File: config.mk
export PLATFORM = sky130hd
export DESIGN_NAME = input_conditioner
export DESIGN_NICKNAME = d
export VERILOG_FILES = /design/src/rtl/input_conditioner_pkg.sv /design/src/rtl/input_conditioner_debounce.sv /design/src/rtl/input_conditioner.sv
export SDC_FILE = /design/constraint.sdc
export NUM_CORES = 1
export LEC_CHECK = 0
export CAP_MARGIN = 20
export CORE_ASPECT_RATIO = 2
export CORE_UTILIZATION = 45
export CTS_BUF_LIST = sky130_fd_sc_hd__clkbuf_4 sky130_fd_sc_hd__clkbuf_8 sky130_fd_sc_hd__clkbuf_16
export DETAILED_ROUTE_END_ITERATION = 6
export SYNTH_ARGS = -nofsm -noshare
export SYNTH_HDL_FRONTEND = slang
export SYNTH_SLANG_ARGS = --single-unit
File: constraint.sdc
create_clock -name clk_clk -period 4.77 [get_ports clk_clk]
set_input_delay 1.1925 -clock clk_clk [delete_from_list [all_inputs] [get_ports clk_clk]]
set_output_delay 1.1925 -clock clk_clk [all_outputs]
set_load 0.01 [all_outputs]
File: src/rtl/input_conditioner_pkg.sv
// -----------------------------------------------------------------------------
// input_cond_pkg
// Shared constants for the push-button / slide-switch conditioner.
//   N_BUTTONS        : number of push-button inputs
//   N_SWITCHES       : number of slide-switch inputs
//   DEBOUNCE_DEFAULT : default qualification time in clock cycles
//                      (10 ms at 50 MHz)
// -----------------------------------------------------------------------------
package input_cond_pkg;
    localparam int N_BUTTONS        = 4;
    localparam int N_SWITCHES       = 10;
    localparam int DEBOUNCE_DEFAULT = 500000;
endpackage

File: src/rtl/input_conditioner_debounce.sv
// -----------------------------------------------------------------------------
// debounce_bit
// Single-bit conditioner: two-flop synchronizer, qualification counter and
// clean-level register.
//   Parameters : CYCLES   - stable cycles needed before clean follows sync
//                INVERT   - invert the synchronized level before comparing
//                SYNC_RST - level loaded into the synchronizer on reset
//   clk_i      : clock
//   rst_ni     : synchronous active-low reset
//   raw_i      : asynchronous pin
//   clean_o    : debounced level (reset value 0)
// -----------------------------------------------------------------------------
module debounce_bit #(
    parameter int CYCLES   = 4,
    parameter bit INVERT   = 1'b0,
    parameter bit SYNC_RST = 1'b0
) (
    input  logic clk_i,
    input  logic rst_ni,
    input  logic raw_i,
    output logic clean_o
);
    localparam int             CW       = $clog2(CYCLES);
    localparam logic [CW-1:0]  CNT_LAST = CW'(CYCLES - 1);

    logic          sync1_q, sync2_q;
    logic [CW-1:0] cnt_q, cnt_d;
    logic          clean_q, clean_d;
    logic          lvl;

    // Polarity is fixed after the synchronizer so the flops hold pin level.
    assign lvl = sync2_q ^ INVERT;

    always_comb begin
        cnt_d   = cnt_q;
        clean_d = clean_q;
        if (lvl == clean_q) begin
            // Any return to the current clean level restarts qualification.
            cnt_d = '0;
        end else if (cnt_q == CNT_LAST) begin
            clean_d = lvl;
            cnt_d   = '0;
        end else begin
            cnt_d = cnt_q + CW'(1);
        end
    end

    always_ff @(posedge clk_i) begin
        if (!rst_ni) begin
            sync1_q <= SYNC_RST;
            sync2_q <= SYNC_RST;
            cnt_q   <= '0;
            clean_q <= 1'b0;
        end else begin
            sync1_q <= raw_i;
            sync2_q <= sync1_q;
            cnt_q   <= cnt_d;
            clean_q <= clean_d;
        end
    end

    assign clean_o = clean_q;
endmodule

File: src/rtl/input_conditioner.sv
// -----------------------------------------------------------------------------
// input_conditioner
// Debounces the board push-buttons and slide-switches and derives event pulses.
//   clk_clk       : single clock
//   reset_reset_n : synchronous active-low reset
//   button_raw    : asynchronous button pins
//   switch_raw    : asynchronous switch pins
//   button_clean  : debounced button level, 1 = pressed
//   switch_clean  : debounced switch level
//   button_press  : one-cycle pulse, cycle after a button_clean bit rises
//   switch_change : one-cycle pulse, cycle after any switch_clean bit changes
// Macro INPUT_COND_EDGE_EN: when defined the pulse logic is built; otherwise
// button_press and switch_change are constant 0.
// -----------------------------------------------------------------------------
module input_conditioner
    import input_cond_pkg::*;
#(
    parameter int DEBOUNCE_CYCLES   = DEBOUNCE_DEFAULT,
    parameter bit BUTTON_ACTIVE_LOW = 1'b1
) (
    input  logic                  clk_clk,
    input  logic                  reset_reset_n,
    input  logic [N_BUTTONS-1:0]  button_raw,
    input  logic [N_SWITCHES-1:0] switch_raw,
    output logic [N_BUTTONS-1:0]  button_clean,
    output logic [N_SWITCHES-1:0] switch_clean,
    output logic [N_BUTTONS-1:0]  button_press,
    output logic                  switch_change
);
    // Buttons: synchronizer idles at the released pin level so reset does not
    // look like a press.
    for (genvar i = 0; i < N_BUTTONS; i++) begin : g_btn
        debounce_bit #(
            .CYCLES  (DEBOUNCE_CYCLES),
            .INVERT  (BUTTON_ACTIVE_LOW),
            .SYNC_RST(BUTTON_ACTIVE_LOW)
        ) u_db (
            .clk_i  (clk_clk),
            .rst_ni (reset_reset_n),
            .raw_i  (button_raw[i]),
            .clean_o(button_clean[i])
        );
    end

    for (genvar i = 0; i < N_SWITCHES; i++) begin : g_sw
        debounce_bit #(
            .CYCLES  (DEBOUNCE_CYCLES),
            .INVERT  (1'b0),
            .SYNC_RST(1'b0)
        ) u_db (
            .clk_i  (clk_clk),
            .rst_ni (reset_reset_n),
            .raw_i  (switch_raw[i]),
            .clean_o(switch_clean[i])
        );
    end

`ifdef INPUT_COND_EDGE_EN
    logic [N_BUTTONS-1:0]  btn_prev_q;
    logic [N_SWITCHES-1:0] sw_prev_q;
    logic [N_BUTTONS-1:0]  press_q, press_d;
    logic                  change_q, change_d;

    // Edges are taken against a delayed copy of the clean levels, so the
    // pulse lands on the cycle after the clean output moves.
    assign press_d  = button_clean & ~btn_prev_q;
    assign change_d = |(switch_clean ^ sw_prev_q);

    always_ff @(posedge clk_clk) begin
        if (!reset_reset_n) begin
            btn_prev_q <= '0;
            sw_prev_q  <= '0;
            press_q    <= '0;
            change_q   <= 1'b0;
        end else begin
            btn_prev_q <= button_clean;
            sw_prev_q  <= switch_clean;
            press_q    <= press_d;
            change_q   <= change_d;
        end
    end

    assign button_press  = press_q;
    assign switch_change = change_q;
`else
    assign button_press  = '0;
    assign switch_change = 1'b0;
`endif
endmodule

==> changes_impl.md, run 1 <==
### Metrics

* Share of cells above drive strength 1 at 0.0540
* Yosys warning tally at 0
* CP required at 3580 ps
* Diode count at 0
* Fmax at 367 MHz
* Max-Slew Margin vs Limit at 0.446
* GPL Wtd Cong at 0.811
* Max-cap violation count at 0
* Crit end category: output pin
* CTS clock-pin slew for the worst setup and hold paths at 60 ps
* Ys flop type: dfxtp_1
* Remaining Overflow, GRT at 0
* Post-route ant nets at 0
* Biggest area cells: dfxtp_1 (46%), xnor2_1 (7.1%), nor2_1 (6.1%)
* Post-synth top cells: dfxtp_1 (308), nor2_1 (220), xnor2_1 (109)
* Reg-to-reg slack, setup at 2470 ps
* Total Power at 5040 uW
* Root Driver: clkbuf_16
* Last element of the critical path: switch_clean[0]
* Tcrit/Tclk final at 0.572
* Hold Crit Class: register to register
* Initial antenna violation count at 0
* Fillers at 2,740
* Setup bufs post-CTS at 0
* Worst-Margin Slew at 828 ps
* Largest net degree at the start of global routing at 21
* Startpoint types: register
* CTS buffer count at 29
* CP max-delay cell: clkdlybuf4s50_1
* Crit Reg-Reg Endpoint: g_sw[1].u_db.cnt_q[3]$_SDFF_PP0_
* Status: completed
* Port bufs at 29
* Tool warnings at 26
* Placed cell count at 1,887
* Most common cell in the synthesized netlist: dfxtp_1
* CP Cell Sequence: clkdlybuf4s50_1
* Avg Vias per Cell at 5.42
* Post-synth EDFFs at 0
* Die Width at 124 um
* Area reported by Yosys stat at 13,500 um^2
* VDD IR-drop max at 0.301 mV
* Routed length per placed instance at 13.4 um
* Power Density at 337 nW/um^2
* Final worst path period need at 2730 ps
* RSZ-0062 raised after global routing: false
* Register area share after synthesis at 0.458
* Seq cells post-synth at 308
* Ys cells at 1,541
* Final number of setup-violating endpoints at 0
* Worst path top cell family by delay: buffers and inverters
* Die area at 30,600 um^2
* FF-to-FF Start: g_sw[1].u_db.cnt_q[0]$_SDFF_PP0_
* Pre-Place Util at 0.456
* Slowest stage delay, CP at 570 ps
* Post-synth top area share at 0.458
* Worst-case clock buffer depth at 3
* Clock skew at 8.32 ps
* Crit path depth at 1
* Crit-path max FO at 3
* Final Hold Fails at 0
* Global-route wire length before repair at 45,800 um
* Critical path startpoint: g_sw[0].u_db.clean_o$_SDFFE_PN0P_
* Final core occ at 0.506
* Distinct lib cells at 44
==> run 1: layout make-up <==
class	count	area (um^2)	area share
well taps	364	455	0.0305
clock inverters	9	126	0.00846
flip-flops and latches	308	6170	0.413
repair buffers	35	330	0.0221
clock buffers	43	875	0.0585
inverters	67	251	0.0168
multi-input cells	1113	6740	0.451
==> run 1: registers in the layout, indices dropped and copies added (netlist names) <==
register and count:
g_btn.u_db.clean_o 4, g_btn.u_db.cnt_q 76, g_btn.u_db.sync1_q 4, g_btn.u_db.sync2_q 4, g_sw.u_db.clean_o 10, g_sw.u_db.cnt_q 190, g_sw.u_db.lvl 10, g_sw.u_db.sync1_q 10
==> run 1: worst min path at each step <==
stage                                     startpoint                                to  slack, ps  depth (start not counted)
floorplan           g_btn[0].u_db.sync1_q$_SDFF_PN1_  g_btn[0].u_db.sync2_q$_SDFF_PN1_        390                          1
CTS                 g_btn[0].u_db.sync1_q$_SDFF_PN1_  g_btn[0].u_db.sync2_q$_SDFF_PN1_        420                          1
global route        g_btn[3].u_db.sync1_q$_SDFF_PN1_  g_btn[3].u_db.sync2_q$_SDFF_PN1_        430                          1
finish              g_btn[0].u_db.sync1_q$_SDFF_PN1_  g_btn[0].u_db.sync2_q$_SDFF_PN1_        410                          1
global placement    g_btn[3].u_db.sync1_q$_SDFF_PN1_  g_btn[3].u_db.sync2_q$_SDFF_PN1_        400                          1
detailed placement  g_btn[3].u_db.sync1_q$_SDFF_PN1_  g_btn[3].u_db.sync2_q$_SDFF_PN1_        400                          1
==> run 1: cell usage in the layout, fill, tap and decap left out, types with 28 or more instances in the layout <==
cell and n:
xnor2_1 109, nand4_1 58, a21oi_1 82, dfxtp_1 308, nor2_1 220, nor3_1 34
or3_1 60, clkdlybuf4s50_1 28, or4_1 39, nand2_1 71, nor4_1 42, clkbuf_16 29
nand3_1 107, xor2_1 73, inv_1 67, o21ai_0 49
==> run 1: cell families after synthesis <==
family | Yosys count | synth area share
buffers and inverters | 124 | 0.0421
DFF | 308 | 0.458
AOI/OAI and AO/OA | 180 | 0.0809
and+or+nand+nor | 732 | 0.287
other | 1 | 0.000279
adders and majority gates | 14 | 0.0130
xor gates and xnor gates | 182 | 0.118
==> run 1: layer usage <==
layer  up-vias  share of wire  global-route usage
li1       5408              -                   -
met1      4954           0.40               0.175
met2       112           0.55               0.352
met3        42          0.028              0.0230
met4         0          0.024              0.0609
met5         -              0                   0
==> run 1: through the flow <==
stage / hold WS, ps / setup slack [ps] / cell area (um^2)
after CTS: 415 / 1980 / 14900
after global routing: 429 / 1960 / 14900
after detailed placement: 396 / 2030 / 13900
after floorplan: 386 / 2410 / 13500
final: 408 / 2040 / 14900
after global placement: 396 / 2070 / 13900
==> run 1: where the power goes <==
group	switching (uW)	internal, uW	total, uW
Combinational	37.1	25.0	62.1
Sequential	8.11	2590	2590
Clock	959	1430	2390
Total	1000	4040	5040
Fig. 1: run 1, M1 wires
(2 px per um) Supply wires on this layer in gray.
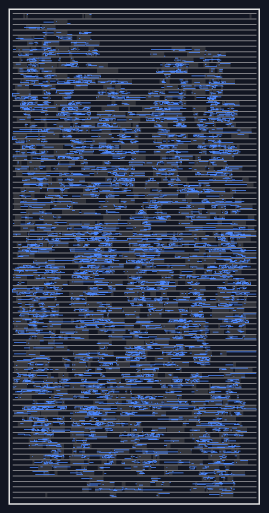
wire length on this layer = 10,300 um
main direction = horizontal
nets with wire on the layer = 1,492
longest straight run = 31.3 um

Fig. 2: run 1, signal wires on met2
(2 px per um)
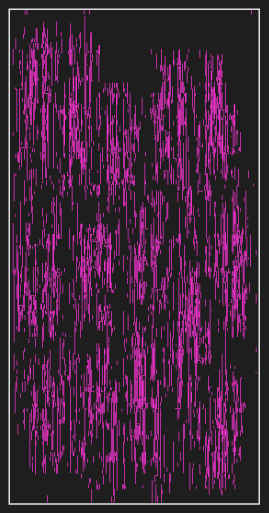
main direction = vertical
nets with wire on the layer = 1,328
share of all routed wire = 55%

Fig. 3: run 1, met3 routing
(3 px per um)
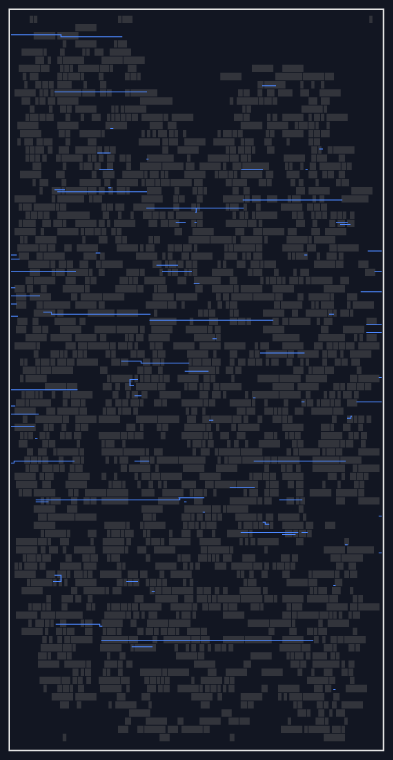
longest straight run = 70.4 um
main direction = horizontal
overall via count from detail_route: 10,500
met3 usage: 0.0230

Fig. 4: run 1, M4 wires
(2 px per um) Supply wires on this layer in gray.
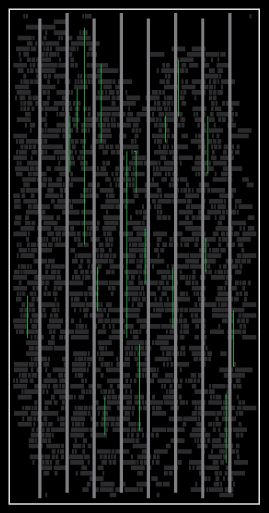
main direction = vertical
wire length on this layer = 618 um
longest straight run = 108 um
nets with wire on the layer = 12
share of all routed wire = 2.4%
WL final: 26,000 um

Fig. 5: run 1, routing congestion map
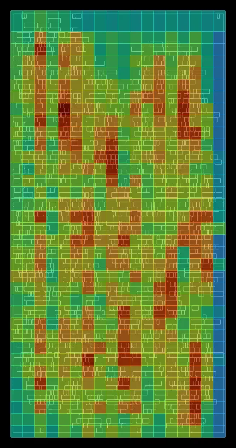

==> run 2, diff against run 1 <==
clock period = 2.4 ns   (was 4.77 ns; I/O delays follow)
Fig. 6: run 2, routing congestion map
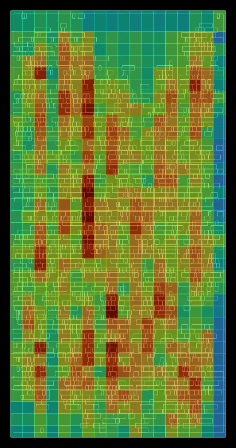
routed length per placed instance: 13.2 um
total track usage: 0.171

==> run 2 against run 1 <==
  * Global-route usage decreased by 0.21 points
  * Critical path depth unchanged
  * Flip-flop count unchanged
  * Sequential share of layout area decreased by 0.30 points
  * Clock skew decreased by 2.2 ps
  * Non-clock buffer count increased by 14
  * Register-to-register slack got worse by 2200 ps
  * Die size unchanged
  * Synthesized cell count unchanged
  * Combinational power increased by 110%
  * Routed wire length decreased by 1.2%
  * Area after synthesis unchanged
==> changes_impl.md, run 2 <==
### Metrics

* Status: completed
* Final core occ at 0.510
* CP Cell Sequence: clkdlybuf4s50_1
* Slowest stage delay, CP at 570 ps
* Post-synth top cells: dfxtp_1 (308), nor2_1 (220), xnor2_1 (109)
* Hold Crit Class: register to register
* Tcrit/Tclk final at 0.895
* GPL Wtd Cong at 0.787
* Arrival time worst endpoint at 1550 ps
* Largest registers: g_sw.u_db.cnt_q x190, g_btn.u_db.cnt_q x76
* Startpoint types: register
* Die Width at 124 um
* Most common cell in the synthesized netlist: dfxtp_1
* CTS buffer count at 29
* Ys flop type: dfxtp_1
* Fmax at 465 MHz
* Top cell excl fill/tap: dfxtp_1
* Hold-fix buffers, CTS at 0
* Port bufs at 29
* Worst path top cell family by delay: buffers and inverters
* Vias in the first global route at 10,300
* Gate Area at 6740 um^2
* Register area share after synthesis at 0.458
* Power Density at 672 nW/um^2
* # resized after CTS at 0
* Post-route ant nets at 0
* Final instance area at 15,100 um^2
* Mapped Cells at 1,541
* Global-route wire length before repair at 45,000 um
* Diode count at 0
* Async S/R FF share, synth at 0
* Area after DPL at 14,000 um^2
* Final worst path period need at 2150 ps
* Setup bufs post-CTS at 0
* Remaining Overflow, GRT at 0
* Final Hold Fails at 0
* Clock skew at 6.11 ps
* Clock power share at 0.477
* Seq cells post-synth at 308
* CP required at 1800 ps
* Distinct lib cells at 44
* Final number of setup-violating endpoints at 0
* Avg Vias per Cell at 5.38
* Largest net degree at the start of global routing at 22
* Internal power contribution at 8110 uW
* Worst Path Buf+Inv at 1
* Ys cells at 1,541
* WHS at 402 ps
* Largest area contributor in the netlist: dfxtp_1
* CP max-delay cell: clkdlybuf4s50_1
* Worst-case clock buffer depth at 3
* Initial antenna violation count at 0
* Max-cap violation count at 0
* Combinational power share at 0.013
* Reg area at 6170 um^2
* Area reported by Yosys stat at 13,500 um^2
* Fillers at 2,783
* Root Driver: clkbuf_16
* VDD IR-drop max at 0.617 mV
* Max-Slew Margin vs Limit at 0.543
* Post-synth EDFFs at 0
* Yosys warning tally at 0
* Net Sw Frac at 0.198
* TritonCTS clock tree: yes
* CTS clock-pin slew for the worst setup and hold paths at 60 ps
* Biggest area cells: dfxtp_1 (46%), xnor2_1 (7.1%), nor2_1 (6.1%)
* Placeable Area at 29,500 um^2
* Post-synth top area share at 0.458
* Worst-Margin Slew at 685 ps
* Sw Pwr at 2000 uW
* Pre-Place Util at 0.456
* Reg with most FFs: g_sw.u_db.cnt_q
* Max FFs per register at 190
* Pins Over Slew Limit at 0
* Tool warnings at 26
* Crit end category: output pin
* Top Layout Cells: dfxtp_1 (308), nor2_1 (220), xnor2_1 (109), nand3_1 (107), a21oi_1 (82)
* Share of cells above drive strength 1 at 0.0605
* Register share of total power at 0.510
* Crit-path max FO at 3
* Die area at 30,600 um^2
* Area growth, synth to finish at 11.9%
* RSZ-0062 raised after global routing: false
Fig. 7: run 2, signal wires on met2
(2 px per um)
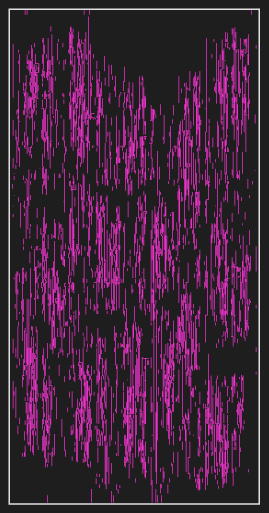
main direction = vertical
wire length on this layer = 14,500 um
nets with wire on the layer = 1,324
longest straight run = 105 um
share of all routed wire = 56%
overall via count from detail_route: 10,500
WL final: 25,700 um

run 2: metal layers:
| layer | global-route usage | part of all wire | up-vias |
|---|---|---|---|
| met2 | 0.358 | 0.56 | 97 |
| met3 | 0.0219 | 0.026 | 38 |
| li1 | - | - | 5431 |
| met5 | 0 | 0 | - |
| met1 | 0.164 | 0.39 | 4921 |
| met4 | 0.0592 | 0.022 | 0 |
run 2: power groups by stage:
| stage | Sequential, uW | Combinational (uW) | Clock, uW |
|---|---|---|---|
| 2_1_floorplan | 5270 | 86.7 | 0 |
| 5_1_grt | 5160 | 147 | 5200 |
| 3_5_place_dp | 5270 | 134 | 0 |
| 6_report | 5160 | 130 | 4830 |
| 3_3_place_gp | 5270 | 132 | 0 |
| 4_1_cts | 5160 | 134 | 4980 |
run 2: through the flow:
step / setup WS, ps / total power (uW) / std cells
CTS: 183 / 10300 / 1950
global placement: 349 / 5400 / 1901
global route: 180 / 10500 / 1950
floorplan: 424 / 5350 / 1545
finish: 251 / 10100 / 1950
detailed placement: 294 / 5410 / 1901
run 2: worst paths after layout:
check / start / to / slack [ps] / cells after the start
max: g_sw[0].u_db.clean_o$_SDFFE_PN0P_ / switch_clean[0] / 250 / 1
min: g_btn[3].u_db.sync1_q$_SDFF_PN1_ / g_btn[3].u_db.sync2_q$_SDFF_PN1_ / 400 / 1
max reg2reg: g_sw[1].u_db.cnt_q[0]$_SDFF_PP0_ / g_sw[1].u_db.cnt_q[18]$_SDFF_PP0_ / 300 / 5
min reg2reg: g_btn[3].u_db.sync1_q$_SDFF_PN1_ / g_btn[3].u_db.sync2_q$_SDFF_PN1_ / 400 / 1
run 2: logic make-up (layout without fill, tap and decap cells):
| logic type | after synthesis | after routing | synth area share |
|---|---|---|---|
| other cells | 1 | 5 | 0.000279 |
| buf+inv | 124 | 165 | 0.0421 |
| simple gates | 732 | 732 | 0.287 |
| compound gates | 180 | 180 | 0.0809 |
| flops | 308 | 308 | 0.458 |
| fa+ha+maj | 14 | 14 | 0.0130 |
| xor+xnor | 182 | 182 | 0.118 |
run 2: cell type report:
cell class,instances,area share
clock buffer,38,0.0544
multi-input combinational,1113,0.448
tap,364,0.0303
timing repair buffer,49,0.0289
inverter,67,0.0167
sequential,308,0.410
clock inverter,11,0.0124
Fig. 8: run 2, M1 wires
(2 px per um) Supply wires on this layer in gray.
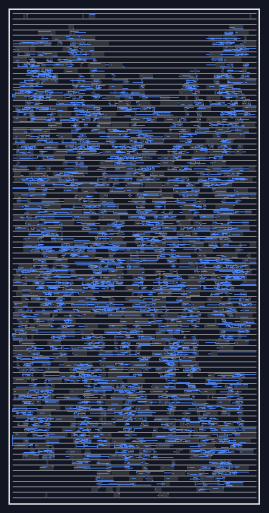

==> run 3, diff against run 2 <==
CELL_PAD_IN_SITES_DETAIL_PLACEMENT = 0   (was default)
CELL_PAD_IN_SITES_GLOBAL_PLACEMENT = 1   (was default)
CORE_UTILIZATION = 43   (was 45)
PLACE_DENSITY_LB_ADDON = 0.1   (was default)
Fig. 9: run 3, M1 wires
(2 px per um) Supply wires on this layer in gray.
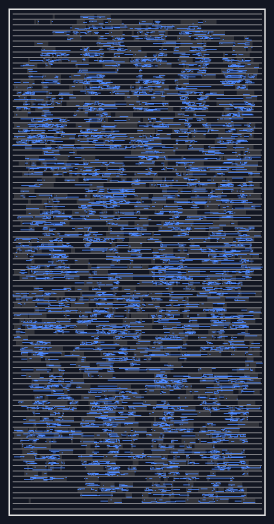
wire length on this layer = 10,900 um
longest straight run = 37.7 um
main direction = horizontal
share of all routed wire = 40%

Fig. 10: run 3, signal wires on met2
(2 px per um)
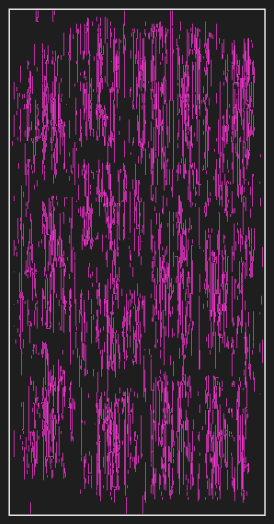
share of all routed wire = 56%
longest straight run = 56.4 um
nets with wire on the layer = 1,355
main direction = vertical
wire length on this layer = 15,500 um

==> run 3 against run 2 <==
  * Clock power rose by 15%
  * Area after synthesis did not move
  * Global-route usage rose by 0.70 points
  * Routed wire length rose by 7.1%
  * Critical path depth did not move
  * Die size rose by 4.6%
  * Utilization fell by 1.3 points
  * Highest routed layer unchanged
==> changes_impl.md, run 3 <==
### Metrics

* Top Layout Cells: dfxtp_1 (308), nor2_1 (220), xnor2_1 (109), nand3_1 (107), a21oi_1 (82)
* Avg Vias per Cell at 5.23
* Hold-fix buffers, CTS at 0
* FF-to-FF Start: g_btn[2].u_db.cnt_q[15]$_SDFF_PP0_
* WHS at 411 ps
* Pins Over Slew Limit at 0
* Pre-Place Util at 0.436
* Tool warnings at 26
* Slowest stage delay, CP at 580 ps
* CP Cell Sequence: clkdlybuf4s50_1
* Final core occ at 0.497
* Largest net degree at the start of global routing at 25
* Final number of setup-violating endpoints at 0
* CTS clock-pin slew for the worst setup and hold paths at 60 ps
* Clock skew at 9.35 ps
* CP max-delay cell: clkdlybuf4s50_1
* Biggest area cells: dfxtp_1 (46%), xnor2_1 (7.1%), nor2_1 (6.1%)
* Worst path top cell family by delay: buffers and inverters
* Arrival time worst endpoint at 1580 ps
* Top cell excl fill/tap: dfxtp_1
* Crit Reg-Reg Endpoint: g_btn[2].u_db.cnt_q[10]$_SDFF_PP0_
* WL final at 27,600 um
* CTS buffer count at 30
* Seq cells post-synth at 308
* Async S/R FF share, synth at 0
* Fillers at 3,031
* Share of cells above drive strength 1 at 0.0682
* Die area at 32,100 um^2
* Overall via count from detail_route at 10,500
* Final Hold Fails at 0
* Area after DPL at 14,200 um^2
* Post-synth EDFFs at 0
* Remaining Overflow, GRT at 0
* RSZ-0062 raised after global routing: false
* Diode count at 0
* Worst Path Buf+Inv at 1
* Worst reg2reg path depth at 4
* Post-route ant nets at 0
* Ys cells at 1,541
* Worst-Margin Slew at 757 ps
* Die Width at 127 um
* Max-cap violation count at 0
* GPL Wtd Cong at 0.769
* Crit end category: output pin
* Crit-path max FO at 3
* Routed length per placed instance at 13.7 um
* Max-Slew Margin vs Limit at 0.495
* Fmax at 459 MHz
* Final instance area at 15,300 um^2
* Vias in the first global route at 10,400
* Mapped Cells at 1,541
* Final worst path period need at 2180 ps
* Hold depth at 1
* Max FFs per register at 190
* Hold Crit Class: register to register
* Tcrit/Tclk final at 0.908
* Placeable Area at 30,900 um^2
* Setup bufs post-CTS at 0
* VDD IR-drop max at 0.606 mV
* TritonCTS clock tree: yes
* Reg with most FFs: g_sw.u_db.cnt_q
* Status: completed
* Ys flop type: dfxtp_1
* Global-route wire length before repair at 47,900 um
* Area growth, synth to finish at 14.0%
* Area reported by Yosys stat at 13,500 um^2
* Post-synth top area share at 0.458
* Post-synth top cells: dfxtp_1 (308), nor2_1 (220), xnor2_1 (109)
* Initial antenna violation count at 1
[run 3: through the flow]
step                      cells  setup slack [ps]
after detailed placement   1961               280
final                      2017               220
after global placement     1961               325
after global routing       2017               115
after CTS                  2017               180
after floorplan            1545               424
[run 3: layout make-up]
type,instances,area [um^2],area share
clock buffers,39,867,0.0565
well taps,418,523,0.0341
multi-input cells,1113,6740,0.439
inverters,67,251,0.0164
flip-flops and latches,308,6170,0.402
repair buffers,55,480,0.0313
clock inverters,17,320,0.0209
[run 3: worst max path at each step]
| stage | depth (start not counted) | start | end | slack, ps |
|---|---|---|---|---|
| after global routing | 4 | g_btn[2].u_db.cnt_q[15]$_SDFF_PP0_ | g_btn[2].u_db.cnt_q[15]$_SDFF_PP0_ | 110 |
| after detailed placement | 4 | g_btn[2].u_db.cnt_q[15]$_SDFF_PP0_ | g_btn[2].u_db.cnt_q[17]$_SDFF_PP0_ | 280 |
| after CTS | 1 | g_sw[6].u_db.clean_o$_SDFFE_PN0P_ | switch_clean[6] | 180 |
| after floorplan | 5 | g_sw[7].u_db.cnt_q[12]$_SDFF_PP0_ | g_sw[7].u_db.cnt_q[13]$_SDFF_PP0_ | 420 |
| after global placement | 4 | g_btn[2].u_db.cnt_q[15]$_SDFF_PP0_ | g_btn[2].u_db.cnt_q[8]$_SDFF_PP0_ | 320 |
| final | 1 | g_sw[6].u_db.clean_o$_SDFFE_PN0P_ | switch_clean[6] | 220 |
[run 3: per-layer routing]
layer | track usage | vias up | wire length, um
met2 | 0.362 | 86 | 15500
met1 | 0.185 | 4971 | 10900
met3 | 0.0195 | 35 | 621
li1 | - | 5456 | -
met4 | 0.0537 | 0 | 516
met5 | 0 | - | 0
[run 3: kinds of logic (layout without fill, tap and decap cells)]
kind of cell	count (synthesis)	count (layout)	synth area share
adder cells (fa/ha/maj)	14	14	0.0130
buffers and inverters	124	178	0.0421
XOR/XNOR	182	182	0.118
other	1	5	0.000279
AND-OR/OR-AND	180	180	0.0809
flip-flops	308	308	0.458
AND/OR/NAND/NOR	732	732	0.287
[run 3: power breakdown]
part	switching (uW)	leakage (uW)	internal [uW]	total, uW
Sequential	15.7	0.00249	5140	5150
Combinational	78.4	0.00144	55.1	133
Clock	2050	0.000593	3520	5570
No activity file was given, so power comes from the tool's default toggle rates.
